Fig. 1: run 1, supply network
Drawn at 6 px/µm. Pins as bars on the die edge. Tap cells in grey.
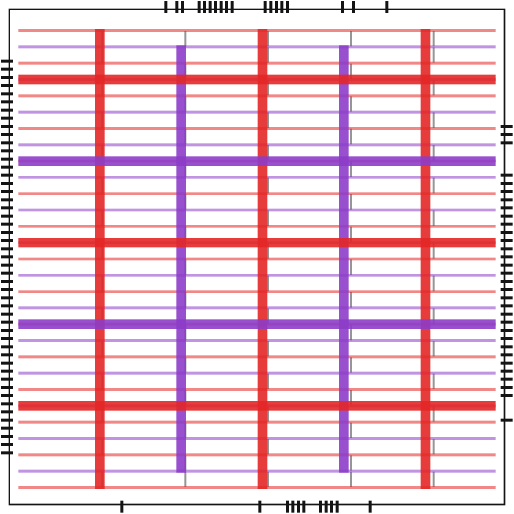
Fig. 2: run 1, cell classes on the final placement
Drawn at 6 px/µm. Fill, decap, tap and diode cells in grey.
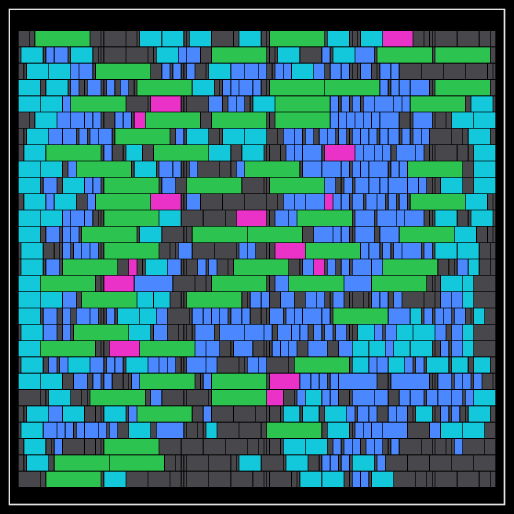
Fig. 3: run 1, routed clock nets over the placement
Drawn at 4 px/µm.
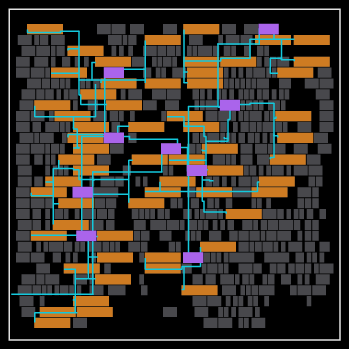
Fig. 4: run 1, wiring by layer
Drawn at 6 px/µm.
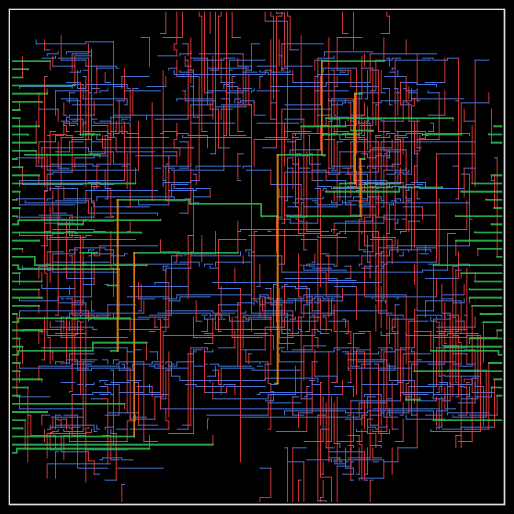
==> config.mk <==
export PLATFORM = sky130hd
export DESIGN_NAME = periph_dispatcher
export DESIGN_NICKNAME = d
export VERILOG_FILES = /design/src/rtl/lycan_globals.sv /design/src/rtl/periph_dispatcher_decoder.sv /design/src/rtl/periph_dispatcher.sv
export SDC_FILE = /design/constraint.sdc
export NUM_CORES = 1
export LEC_CHECK = 0
export ABC_AREA = 1
export CAP_MARGIN = 30
export CORE_UTILIZATION = 49
export CTS_CLUSTER_DIAMETER = 30
export DETAILED_ROUTE_END_ITERATION = 6
export PLACE_DENSITY = 0.94
export SLEW_MARGIN = 20
export SYNTH_ARGS = -nofsm -noshare
export SYNTH_HDL_FRONTEND = slang
export SYNTH_SLANG_ARGS = --single-unit
==> constraint.sdc <==
create_clock -name clk -period 2.9 [get_ports clk]
set_input_delay 0.725 -clock clk [delete_from_list [all_inputs] [get_ports clk]]
set_output_delay 0.725 -clock clk [all_outputs]
set_load 0.02 [all_outputs]
==> src/rtl/lycan_globals.sv <==
// ============================================================================
//  Module      : lycan_globals
//  Description : Shared constants and packet helpers for the Lycan USB bridge.
//  Revision    : 1.0 - initial release
// ============================================================================
`default_nettype none

package lycan_globals;

    localparam int c_usb_packet_width = 32;
    localparam int c_num_peripherals  = 8;
    localparam int c_periph_addr_msb  = 31;
    localparam int c_periph_addr_w    = $clog2(c_num_peripherals);

    // Target peripheral index carried in the top bits of every host packet.
    function automatic logic [c_periph_addr_w-1:0] get_periph_addr(
        input logic [c_usb_packet_width-1:0] packet
    );
        return packet[c_periph_addr_msb -: c_periph_addr_w];
    endfunction

endpackage

`default_nettype wire

==> src/rtl/periph_dispatcher_decoder.sv <==
// ============================================================================
//  Module      : periph_dispatcher_decoder
//  Description : Binary-to-one-hot decoder, all outputs low when not valid.
//  Revision    : 1.0 - initial release
// ============================================================================
`default_nettype none

module periph_dispatcher_decoder #(
    parameter int WIDTH = 8
) (
    input  logic [((WIDTH > 1) ? $clog2(WIDTH) : 1)-1:0] i_sel,
    input  logic                                         i_valid,
    output logic [WIDTH-1:0]                             o_onehot
);

    localparam int c_sel_w = (WIDTH > 1) ? $clog2(WIDTH) : 1;

    genvar i;
    generate
        for (i = 0; i < WIDTH; i++) begin : g_bit
            assign o_onehot[i] = i_valid & (i_sel == c_sel_w'(i));
        end
    endgenerate

endmodule

`default_nettype wire

==> src/rtl/periph_dispatcher.sv <==
// ============================================================================
//  Module      : periph_dispatcher
//  Description : Routes host packets from the FTDI FIFO to one peripheral tx
//                port each, with backpressure, enable masking and stall drop.
//  Revision    : 1.0 - initial release
// ============================================================================
`default_nettype none

module periph_dispatcher
    import lycan_globals::*;
#(
    parameter int NUM_PERIPH    = c_num_peripherals,
    parameter int WIDTH         = c_usb_packet_width,
    parameter int ADDR_MSB      = c_periph_addr_msb,
    parameter int STALL_TIMEOUT = 1024,
    parameter int DROP_CNT_W    = 16
) (
    input  logic                  clk,
    input  logic                  rst_l,
    input  logic [WIDTH-1:0]      in_data,
    input  logic                  in_valid,
    output logic                  in_ready,
    input  logic [NUM_PERIPH-1:0] periph_enable,
    input  logic [NUM_PERIPH-1:0] periph_tx_full,
    output logic [WIDTH-1:0]      periph_tx_data,
    output logic [NUM_PERIPH-1:0] periph_tx_valid,
    output logic                  drop_pulse,
    output logic [DROP_CNT_W-1:0] drop_count,
    output logic                  busy
);

    localparam int c_addr_w  = (NUM_PERIPH > 1) ? $clog2(NUM_PERIPH) : 1;
    localparam int c_addr_w1 = c_addr_w + 1;
    localparam int c_tmr_w   = (STALL_TIMEOUT > 1) ? $clog2(STALL_TIMEOUT) : 1;
    localparam bit c_drop_en = (STALL_TIMEOUT != 0);

    localparam logic [c_addr_w:0]  c_num_periph = c_addr_w1'(NUM_PERIPH);
    localparam logic [c_tmr_w-1:0] c_tmr_last   =
        c_tmr_w'((STALL_TIMEOUT > 0) ? STALL_TIMEOUT - 1 : 0);

    localparam logic [0:0] c_st_empty = 1'b0;
    localparam logic [0:0] c_st_hold  = 1'b1;

    logic [0:0]            r_state;
    logic [WIDTH-1:0]      r_hold_data;
    logic [c_addr_w-1:0]   r_hold_addr;
    logic [c_tmr_w-1:0]    r_timer;
    logic [DROP_CNT_W-1:0] r_drop_cnt;

    logic w_hold_valid;
    logic w_addr_ok;
    logic w_en_ok;
    logic w_full;
    logic w_deliver;
    logic w_stall;
    logic w_drop;
    logic w_leave;
    logic w_in_ready;
    logic w_accept;

    assign w_hold_valid = (r_state == c_st_hold);
    assign w_addr_ok    = ({1'b0, r_hold_addr} < c_num_periph);
    assign w_en_ok      = w_addr_ok && periph_enable[r_hold_addr];
    assign w_full       = periph_tx_full[r_hold_addr];

    // Disabled/out-of-range targets are dropped before fullness is considered.
    assign w_deliver  = w_hold_valid & w_en_ok & ~w_full;
    assign w_stall    = w_hold_valid & w_en_ok &  w_full;
    assign w_drop     = (w_hold_valid & ~w_en_ok)
                      | (w_stall & c_drop_en & (r_timer == c_tmr_last));
    assign w_leave    = w_deliver | w_drop;

    // Refill in the same cycle the held packet leaves, so no bubble.
    assign w_in_ready = rst_l & (~w_hold_valid | w_leave);
    assign w_accept   = in_valid & w_in_ready;

    always_ff @(posedge clk or negedge rst_l) begin
        if (!rst_l) begin
            r_state     <= c_st_empty;
            r_hold_data <= '0;
            r_hold_addr <= '0;
            r_timer     <= '0;
            r_drop_cnt  <= '0;
        end else begin
            if (w_drop && (r_drop_cnt != {DROP_CNT_W{1'b1}})) begin
                r_drop_cnt <= r_drop_cnt + DROP_CNT_W'(1);
            end

            if (w_accept) begin
                r_state     <= c_st_hold;
                r_hold_data <= in_data;
                r_hold_addr <= in_data[ADDR_MSB -: c_addr_w];
                r_timer     <= '0;
            end else if (w_leave) begin
                r_state     <= c_st_empty;
                r_timer     <= '0;
            end else if (w_stall && c_drop_en) begin
                r_timer     <= r_timer + c_tmr_w'(1);
            end
        end
    end

    periph_dispatcher_decoder #(
        .WIDTH    (NUM_PERIPH)
    ) u_decoder (
        .i_sel    (r_hold_addr),
        .i_valid  (w_deliver),
        .o_onehot (periph_tx_valid)
    );

    assign in_ready       = w_in_ready;
    assign periph_tx_data = r_hold_data;
    assign drop_pulse     = w_drop;
    assign drop_count     = r_drop_cnt;
    assign busy           = w_hold_valid;

endmodule

`default_nettype wire

==> impl_metrics.py, run 1 <==
# Auto-generated metrics
metrics = {
    "run_status": {
        "status": "finished clean",
    },
    "clock_tree": {
        "clk_pin_slew_worst_paths_ps": 50,
        "cts_root_buf": "clkbuf_8",
        "cts_buffers": 9,
        "cts.sinks": 59,
        "max-clock-path-buffers": 2,
        "hold_buffers": 0,
    },
    "routing": {
        "drtIter0Drc": 182,
        "vias_per_cell": 5.259,
        "drt-met1-wl_mm": 3.363,
        "firstDrtPassIters": 4,
        "top_layer": "met4",
        "drcViolationCount": 0,
        "ant_nets": 0,
        "wl_met2_mm": 3.725,
    },
    "synthesis": {
        "ys_area_mm2": 0.003159,
        "ys_warn_count": 0,
        "synthArstFlopShare": 1.000,
        "yosysUniqueCellTypes": 26,
        "synthTopCellsByArea": "dfrtp_1, nand2_1, nand4_1",
        "yosys-top-cells-count": "nand2_1, dfrtp_1, nand4_1",
        "largest_area_cell": "dfrtp_1",
        "ff_type": "dfrtp_1",
        "synth.cell_area_mm2": 0.003159,
        "syn_inst": 392,
        "synth-edff-count": 0,
        "syn-num-nets": 445,
        "synthMostInstantiatedCell": "nand2_1",
        "ys_seq_frac": 0.4673,
    },
    "setup_path": {
        "r2r_start": "r_timer[0]$_DFFE_PN0P_",
        "path_cells": "clkdlybuf4s50_1 > nand3_1 > nand4_1 > nand2_1 > nand2_2 > buf_4 > a21oi_1 > clkbuf_2",
        "cp-end-kind": "primary output",
        "crit_family": "buffers and inverters",
        "cp.required_ps": 2170,
        "critPathMaxStageDelay_ps": 440,
        "cp.arrival_ps": 2130,
        "slowest_stage": "clkdlybuf4s50_1",
    },
    "min_path": {
        "min_path_type": "primary input to async pin",
    },
    "timing": {
        "hold_viol_final": 0,
        "min_period_ps": 2853,
        "tightest_slew_ps": 767.5,
        "slew-limit-headroom": 0.4884,
        "drv_slew": 0,
        "setup-violations-final": 0,
    },
    "pwr": {
        "switchingPower_uw": 858.8,
        "power_uw": 2461,
        "peakVddDrop_mv": 0.4094,
        "seq_power_uw": 1030,
        "p_per_area_mw_per_mm2": 556.1,
        "pwr-share-comb": 0.338,
        "switching_share": 0.3490,
        "top_power_group": "sequential cells",
    },
    "floorplanning": {
        "die_h_um": 82.30,
        "row_count": 28,
        "initial_core_util": 0.5213,
    },
    "grt": {
        "grt_pass1_vias": 2794,
        "grtUsageMet1": 0.3072,
        "grt_overflow": 0,
        "top_usage_layer": "met2",
        "use_met2": 0.4066,
        "grt_max_degree": 54,
    },
    "layout": {
        "drive_gt1_frac": 0.1102,
        "nets": 558,
        "antennaDiodeCount": 0,
        "areaGrowthSynthToFinish_pct": 40.08,
        "fin_area_mm2": 0.004425,
        "final_layout_top_logic_cells": "nand2_1, clkdlybuf4s50_1, dfrtp_1, nand4_1, inv_1",
    },
    "placement": {
        "globalplace.congestion": 0.8513,
        "dpl_cell_area_mm2": 0.004294,
    },
    "job": {
        "warnings": 26,
    },
}
About Fig. 1:
legend:
  VSS:
    colour: red
  VDD:
    colour: purple
tap cells: 75
rows: 28
signal pins: 110
met4 straps: 5
met1 rails: 29

About Fig. 2:
legend:
  remaining buffers and delay cells:
    colour: cyan
    cells: 123
    share_of_their_area: 27%
  remaining logic cells:
    colour: blue
    cells: 312
    share_of_their_area: 36%
  registers:
    colour: green
    cells: 59
    share_of_their_area: 34%
  clock drivers and dummy loads:
    colour: magenta
    cells: 14
    share_of_their_area: 3.4%

About Fig. 3:
legend:
  clock-net drivers:
    colour: purple
    count: 9
  clock wires:
    colour: cyan
    length: 733 µm
  flip-flops:
    colour: orange
    count: 59
routed clock nets: 10
clock network power: 595 µW
Clock Power Share: 0.242
clk_lat worst skew: 330 ps
Layout Skew: 13.94 ps

About Fig. 4:
legend:
  M4:
    colour: orange
    wire_length: 134 µm
  M2:
    colour: red
    wire_length: 3730 µm
  M1:
    colour: blue
    wire_length: 3360 µm
  M3:
    colour: green
    wire_length: 703 µm
DR vias: 3066
WL final: 7.925 mm
GR Util All Layers: 0.2508
post-detailed-route wirelength per cell: 13.59 µm

[run 1: cells by family after synthesis]
kind of cell    after synthesis  synth area share
buf+inv                      56           0.08752
fa+ha+maj                     2          0.007920
simple gates                224            0.3251
compound gates               31           0.05664
flops                        59            0.4673
xor+xnor                     20           0.05545
[run 1: layout make-up]
type                            instances  area (µm²)  share of cell area
Clock buffer                           11       131.4             0.02969
Sequential cell                        59        1476              0.3336
Clock inverter                          3       17.52            0.003958
Timing Repair Buffer                  123        1149              0.2595
Inverter                               35       131.4             0.02969
Multi-Input combinational cell        277        1426              0.3223
Tap cell                               75       93.84             0.02120
[run 1: timing repair]
action / CTS / global route
pin swaps: 1 / 1
resized: 44 / 9
cloned: 0 / 0
buffers inserted: 1 / 0
endpoints found under the setup margin: 10 / 9
[run 1: path summary, 6_finish.rpt]
kind	end	slack [ps]	cells after the start
hold / removal	r_timer[9]$_DFFE_PN0P_	450	2
setup / recovery	drop_pulse	50	8
hold reg to reg	periph_tx_data[27]$_DFFE_PN0P_	470	2
max in group asynchronous	drop_count[0]$_DFFE_PN0P_	1480	3
setup reg to reg	drop_count[6]$_DFFE_PN0P_	530	11
min in group clk	periph_tx_data[27]$_DFFE_PN0P_	470	2
[run 1: through the flow]
stage	hold slack, ps	utilization	std cells	setup slack [ps]
after floorplan	429.4	-	392	395.1
after global placement	453.9	0.7085	568	-364.2
after detailed placement	457.5	0.7085	568	-441.0
after CTS	437.0	0.7308	583	0.4423
after global routing	463.6	0.7302	583	-10.15
final	448.8	0.7302	583	46.87
[run 1: sequential cells by signal (all words and copies together) (netlist names)]
name and flops:
periph_tx_data 32, busy 1, r_timer 10, drop_count 16
==> run 1 -> run 2 <==
--- a/config.mk
+++ b/config.mk
@@ -7,6 +7,7 @@
 export LEC_CHECK = 0
 export ABC_AREA = 1
 export CAP_MARGIN = 30
+export CORE_MARGIN = 2
 export CORE_UTILIZATION = 49
 export CTS_CLUSTER_DIAMETER = 30
 export DETAILED_ROUTE_END_ITERATION = 6
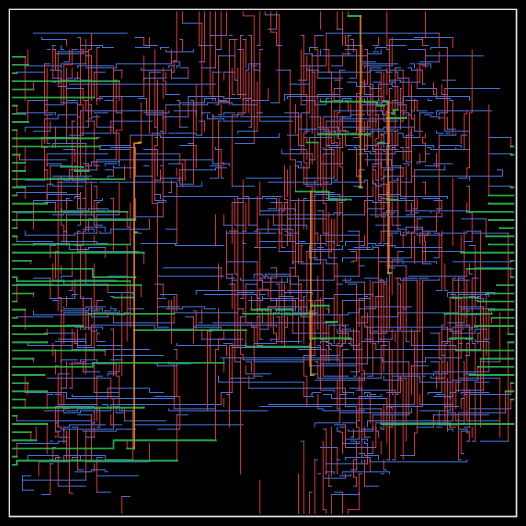
Fig. 5. Wiring by layer (run 2).
Drawn at 6 px/µm.
legend:
  M1:
    colour: blue
    wire_length: 3440 µm
  M2:
    colour: red
    wire_length: 3860 µm
  M3:
    colour: green
    wire_length: 730 µm
  M4:
    colour: orange
    wire_length: 140 µm

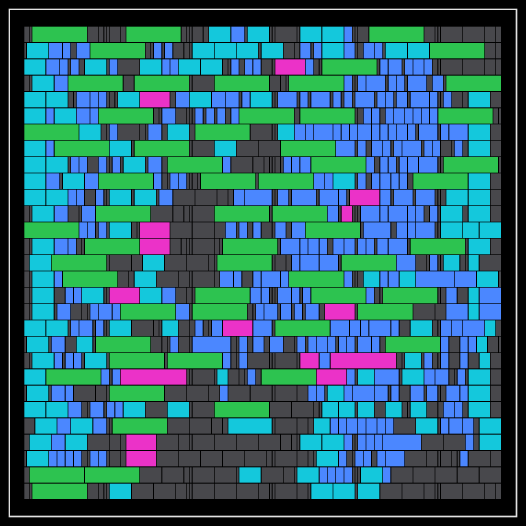
Fig. 6. Cell classes on the final placement (run 2).
Drawn at 6 px/µm. Fill, decap, tap and diode cells in grey.
total core area: 0.006277 mm²
Site Rows: 29

==> run 2 against run 1 <==
Against the previous run:
- wire length up 3.1%
- die area rose by 4.9%
- clock power up 44%
- sequential share of layout area is 0.86 points lower
- count of clock-buffer cells in the layout stayed put
- via count rose by 0.82%
- critical path depth is the same
- synthesized cell count stayed put
- maximum frequency up 0.34%
- synthesized area did not move
- critical endpoint is now periph_tx_valid[4]
- largest cell class unchanged
==> impl_metrics.py, run 2 <==
# Auto-generated metrics
metrics = {
    "routing": {
        "wl_per_cell_um": 13.97,
        "ant_nets": 0,
        "drtIter0Drc": 160,
        "drcViolationCount": 0,
        "wl_mm": 8.171,
        "via_count": 3091,
        "vias_per_cell": 5.284,
        "firstDrtPassIters": 4,
    },
    "layout": {
        "antennaDiodeCount": 0,
        "final_core_util": 0.7237,
        "final_layout_top_logic_cells": "nand2_1, clkdlybuf4s50_1, dfrtp_1, nand4_1, inv_1",
        "stdcell_count": 585,
        "fin_area_mm2": 0.004543,
        "drive_gt1_frac": 0.1280,
        "areaGrowthSynthToFinish_pct": 43.80,
        "nets": 557,
        "largest_reg_flops": 32,
    },
    "timing": {
        "timing.hold.ws_ps": 441.9,
        "setup-violations-final": 0,
        "slew-limit-headroom": 0.4590,
        "min_period_ps": 2843,
        "fmax_ghz": 0.3517,
        "worst_slack_ps": 56.60,
        "hold_viol_final": 0,
        "clock_skew_ps": 10.89,
        "tightest_slew_ps": 811.5,
        "drv_slew": 0,
    },
    "synthesis": {
        "ff_type": "dfrtp_1",
        "largest_area_cell": "dfrtp_1",
        "ys_area_mm2": 0.003159,
        "ys_seq_frac": 0.4673,
        "synth-edff-count": 0,
        "synthMostInstantiatedCell": "nand2_1",
        "synthArstFlopShare": 1.000,
        "syn_inst": 392,
        "synthTopCellsByArea": "dfrtp_1, nand2_1, nand4_1",
        "yosys-top-cells-count": "nand2_1, dfrtp_1, nand4_1",
        "yosysUniqueCellTypes": 26,
        "ys_warn_count": 0,
        "synth.cell_area_mm2": 0.003159,
        "syn-num-nets": 445,
    },
    "job": {
        "warnings": 27,
    },
    "grt": {
        "grt_overflow": 0,
        "gr-usage-all-layers": 0.2352,
        "grt_max_degree": 52,
        "grt_pass1_vias": 2920,
    },
    "setup_path": {
        "reg2reg_to": "drop_count[14]$_DFFE_PN0P_",
        "r2r_setup_slack_ps": 480,
        "r2r_start": "r_timer[0]$_DFFE_PN0P_",
        "cp.required_ps": 2170,
        "reg2regPathDepth": 11,
        "crit_path_end": "periph_tx_valid[4]",
        "cp.arrival_ps": 2120,
        "cp-end-kind": "primary output",
    },
    "floorplanning": {
        "initial_core_util": 0.5033,
        "boundaryPins": 110,
        "die_h_um": 84.30,
    },
    "clock_tree": {
        "max-clock-path-buffers": 2,
        "post_cts_buffers": 0,
        "cts_buffers": 9,
        "clk_latency_ps": 340,
        "clk_pin_slew_worst_paths_ps": 70,
        "cts.sinks": 59,
        "cts_root_buf": "clkbuf_8",
    },
    "placement": {
        "dpl_cell_area_mm2": 0.004309,
        "dp_slack_ps": -440.3,
        "globalplace.congestion": 0.9197,
        "numPlacedInstances": 570,
    },
    "pwr": {
        "switching_share": 0.3299,
        "pwr-share-comb": 0.310,
        "intPower_uw": 1832,
        "power_uw": 2734,
        "p_leak_uw": 0.002019,
        "clockPowerShare": 0.313,
        "peakVddDrop_mv": 0.4152,
        "switchingPower_uw": 902.0,
        "p_per_area_mw_per_mm2": 601.8,
    },
    "run_status": {
        "status": "finished clean",
    },
    "min_path": {
        "min_path_type": "primary input to async pin",
    },
}
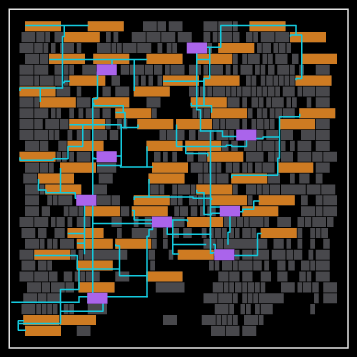
Fig. 7. Routed clock nets over the placement (run 2).
Drawn at 4 px/µm.
legend:
  clock-net drivers:
    colour: purple
    count: 9
  clock wires:
    colour: cyan
    length: 805 µm
  flip-flops:
    colour: orange
    count: 59
routed clock nets: 10

==> run 2: layer usage <==
layer  part of all wire  up-vias  GRT usage
met5                  0        -          0
met4              0.017        0     0.1012
met3              0.089       13    0.08850
met1               0.42     1446     0.2967
li1                   -     1500          -
met2               0.47      132     0.3636
==> run 2: final cells by class <==
| cell class | instances | area (µm²) | area share |
|---|---|---|---|
| clock buffer | 11 | 151.4 | 0.03332 |
| clock inverter | 4 | 73.82 | 0.01625 |
| inverter | 35 | 131.4 | 0.02892 |
| multi-input combinational | 277 | 1458 | 0.3208 |
| sequential | 59 | 1476 | 0.3250 |
| tap | 77 | 96.34 | 0.02121 |
| timing repair buffer | 122 | 1156 | 0.2545 |
==> run 2: kinds of logic (layout without fill, tap and decap cells) <==
kind of cell,Yosys count,after routing,share of synthesized area
flip-flops,59,59,0.4673
AND/OR/NAND/NOR,224,224,0.3251
XOR/XNOR,20,20,0.05545
buffers and inverters,56,172,0.08752
adder cells (fa/ha/maj),2,2,0.007920
AND-OR/OR-AND,31,31,0.05664
==> run 2: worst max-delay path: stages <==
cell,delay [ps]
clkdlybuf4s50_1,470
nand2_1,60
a21oi_1,140
o21ai_1,90
nand2_2,110
nand3_4,130
nor3_1,210
buf_4,190
==> run 2: timing repair <==
action / 4_1_cts / 5_1_grt
gates resized: 44 / 18
hold buffers: 0 / 0
endpoints found under the setup margin: 10 / 10
pin swaps: 0 / 2
==> run 2: power by group through the flow <==
stage	clock, µW	sequential, µW	combinational [µW]
6_report	857	1030	847
5_1_grt	906	1040	916
4_1_cts	871	1030	838
3_5_place_dp	0	1040	829
3_3_place_gp	0	1040	805
2_1_floorplan	0	1150	327
==> run 2 -> run 3 <==
--- a/config.mk
+++ b/config.mk
@@ -7,11 +7,13 @@
 export LEC_CHECK = 0
 export ABC_AREA = 1
 export CAP_MARGIN = 30
+export CELL_PAD_IN_SITES_DETAIL_PLACEMENT = 1
+export CELL_PAD_IN_SITES_GLOBAL_PLACEMENT = 2
 export CORE_MARGIN = 2
-export CORE_UTILIZATION = 49
+export CORE_UTILIZATION = 27
 export CTS_CLUSTER_DIAMETER = 30
 export DETAILED_ROUTE_END_ITERATION = 6
-export PLACE_DENSITY = 0.94
+export PLACE_DENSITY = 0.93
 export SLEW_MARGIN = 20
 export SYNTH_ARGS = -nofsm -noshare
 export SYNTH_HDL_FRONTEND = slang
==> run 3 against run 2 <==
Against the previous run:
- register-to-register slack about the same
- global-route usage decreased by 8.1 points
- combinational power increased by 2.8%
- count of clock-buffer cells in the layout unchanged
- cell area increased by 4.0%
- sequential power about the same
- wire length increased by 15%
- first-iteration DRC count decreased by 5.6%
- flip-flop count unchanged
- critical path type unchanged
- largest power group is now the clock network
==> impl_metrics.py, run 3 <==
# Auto-generated metrics
metrics = {
    "clock_tree": {
        "cts.sinks": 59,
        "max-clock-path-buffers": 2,
        "cts_root_buf": "clkbuf_16",
        "ctsHtreeMaxLevel": 3,
        "cts_tree": "yes",
        "clk_pin_slew_worst_paths_ps": 50,
        "clk_latency_ps": 330,
        "cts_buffers": 9,
        "hold_buffers": 0,
    },
    "routing": {
        "ant_nets": 0,
        "drcViolationCount": 0,
        "dr_wl_met3_um": 798,
        "vias_per_cell": 4.620,
        "top_layer": "met4",
        "wl_per_cell_um": 14.40,
        "firstDrtPassIters": 4,
        "wl_met2_mm": 4.339,
        "drtIter0Drc": 151,
        "via_count": 3017,
        "wl_mm": 9.406,
        "drt-met1-wl_mm": 4.188,
    },
    "layout": {
        "antennaDiodeCount": 0,
        "nets": 558,
        "final_core_util": 0.4138,
        "layout_top_cell": "nand2_1",
        "areaGrowthSynthToFinish_pct": 49.54,
        "largest_reg_flops": 32,
        "final_layout_top_logic_cells": "nand2_1, clkdlybuf4s50_1, dfrtp_1, nand4_1, inv_1",
        "stdcell_count": 653,
        "drive_gt1_frac": 0.1353,
        "fin_area_mm2": 0.004725,
    },
    "timing": {
        "setup-violations-final": 0,
        "period_used_share": 0.9712,
        "worst_slack_ps": 83.65,
        "slew-limit-headroom": 0.4267,
        "tightest_slew_ps": 859.9,
        "min_period_ps": 2816,
        "drv_slew": 0,
        "timing.hold.ws_ps": 470.7,
        "hold_viol_final": 0,
        "rsz0062_at_grt": "false",
        "fmax_ghz": 0.3551,
        "setup_tns_ps": 0,
    },
    "synthesis": {
        "ys_seq_frac": 0.4673,
        "synthMostInstantiatedCell": "nand2_1",
        "synth-edff-count": 0,
        "syn_inst": 392,
        "synth_xor_xnor_area_share": 0.05545,
        "synthArstFlopShare": 1.000,
        "mux_share": 0,
        "ys_area_mm2": 0.003159,
        "topCombFamilyByArea": "simple AND/OR/NAND/NOR gates",
        "ys_sh_adder": 0.007921,
        "ys_cells": 392,
        "yosysUniqueCellTypes": 26,
        "ys_ff": 59,
        "synthTopCellsByArea": "dfrtp_1, nand2_1, nand4_1",
        "syn_avg_cell_area_um2": 8.059,
        "yosys-top-cells-count": "nand2_1, dfrtp_1, nand4_1",
        "synth.cell_area_mm2": 0.003159,
        "aoi_share": 0.05663,
        "syn-num-nets": 445,
        "simple_gate_share": 0.3251,
        "largest_area_cell": "dfrtp_1",
        "ys_warn_count": 0,
        "synth_top_area_share": 0.4673,
        "ff_type": "dfrtp_1",
    },
    "floorplanning": {
        "coreArea_mm2": 0.01142,
        "row_count": 39,
        "boundaryPins": 110,
        "initial_core_util": 0.2767,
        "fp.dieW_um": 112.2,
        "dieArea_mm2": 0.01258,
        "die_h_um": 112.2,
    },
    "grt": {
        "antenna_found_initial": 0,
        "gr-usage-all-layers": 0.1541,
        "grt_overflow": 0,
        "grt_pass1_vias": 3265,
        "grt_pass1_wl_mm": 15.75,
        "grt_max_degree": 57,
    },
    "placement": {
        "globalplace.congestion": 0.7802,
        "port_buffers": 109,
        "dpl_cell_area_mm2": 0.004392,
        "dp_slack_ps": -529.3,
        "numPlacedInstances": 636,
        "hpwlAfterDp_mm": 6.742,
    },
    "setup_path": {
        "reg2regPathDepth": 11,
        "critical_path_class": "primary input to primary output",
        "cp_max_fo": 8,
        "cp.required_ps": 2170,
        "cp-end-kind": "primary output",
        "crit_path_start_kind": "primary input",
        "cp.arrival_ps": 2090,
    },
    "min_path": {
        "min_path_cells": 2,
        "min_path_type": "register to register",
    },
    "pwr": {
        "power_uw": 2969,
        "peakVddDrop_mv": 0.4235,
        "p_leak_uw": 0.002062,
        "p_per_area_mw_per_mm2": 628.5,
    },
    "job": {
        "warnings": 26,
        "cap_violations": 0,
    },
    "run_status": {
        "status": "finished clean",
    },
}
[run 3: cell counts after synthesis]
No cell type changed its count.
[run 3: power by group]
group / internal [µW] / leakage, µW / switching, µW
Clock: 683 / 0.000145 / 380
Sequential: 932 / 0.000767 / 103
Combinational: 387 / 0.00115 / 484
Total: 2000 / 0.00206 / 967
[run 3: layout make-up]
| class | instances | area (µm²) |
|---|---|---|
| Clock buffer | 11 | 242.7 |
| Clock inverter | 5 | 52.55 |
| Fill cell | 1364 | 6694 |
| Inverter | 35 | 131.4 |
| Multi-Input combinational cell | 277 | 1473 |
| Sequential cell | 59 | 1476 |
| Tap cell | 143 | 178.9 |
| Timing Repair Buffer | 123 | 1170 |
[run 3: layer usage]
layer,global-route usage,up-vias
li1,-,1493
met1,0.1829,1419
met2,0.2606,99
met3,0.06263,6
met4,0.03984,0
met5,0,-
[run 3: repair_timing]
action	CTS	global route
setup buffers	1	0
pin swaps	1	4
setup endpoints to repair	10	10
endpoints found under the hold margin	0	0
gates resized	50	18
[run 3: worst max-delay path, stage by stage]
cell and delay (ps):
clkdlybuf4s50_1 460, nand2_1 70, a21oi_2 170, o21ai_2 70, nand2_2 100, nand3_4 130, nor3_2 160, buf_2 200
[run 3: worst paths after layout]
kind / slack (ps) / from / to
setup / recovery: 80 / periph_enable[0] / periph_tx_valid[0]
hold / removal: 470 / periph_tx_data[12]$_DFFE_PN0P_ / periph_tx_data[12]$_DFFE_PN0P_
setup reg to reg: 490 / r_timer[0]$_DFFE_PN0P_ / drop_count[11]$_DFFE_PN0P_
hold reg to reg: 470 / periph_tx_data[12]$_DFFE_PN0P_ / periph_tx_data[12]$_DFFE_PN0P_
max in group asynchronous: 1460 / rst_l / drop_count[1]$_DFFE_PN0P_
min in group asynchronous: 520 / rst_l / busy$_DFFE_PN0P_
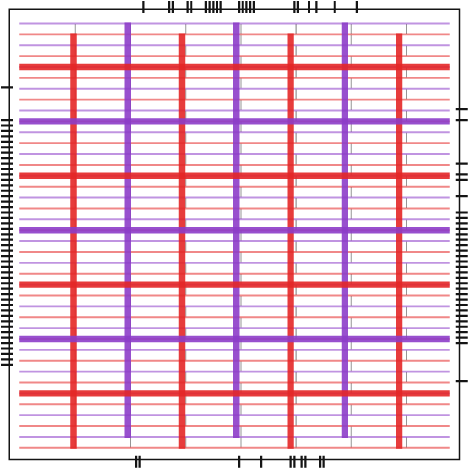
Fig. 8. Supply network (run 3).
Drawn at 4 px/µm. Pins as bars on the die edge. Tap cells in grey.
legend:
  VSS:
    colour: red
  VDD:
    colour: purple
met5 straps: 7
met4 straps: 7
tap cells: 143
signal pins: 110

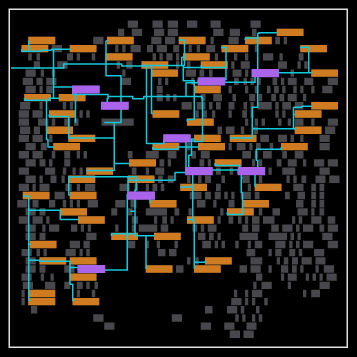
Fig. 9. Routed clock nets over the placement (run 3).
Drawn at 3 px/µm.
clock network power: 1060 µW
Layout Skew: 6.696 ps

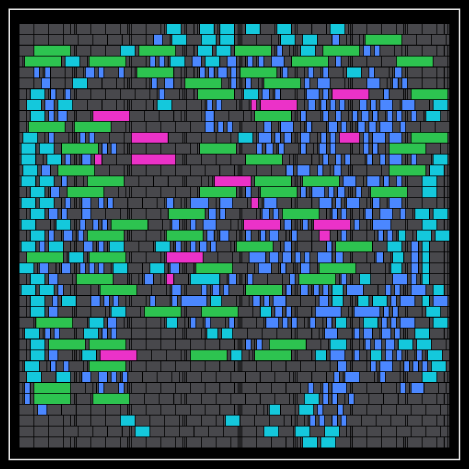
Fig. 10. Cell classes on the final placement (run 3).
Drawn at 4 px/µm. Fill, decap, tap and diode cells in grey.
legend:
  remaining buffers and delay cells:
    colour: cyan
    cells: 123
    share_of_their_area: 26%
  remaining logic cells:
    colour: blue
    cells: 312
    share_of_their_area: 35%
  clock drivers and dummy loads:
    colour: magenta
    cells: 16
    share_of_their_area: 6.5%
  registers:
    colour: green
    cells: 59
    share_of_their_area: 32%

Power and IR drop assume default switching activity.
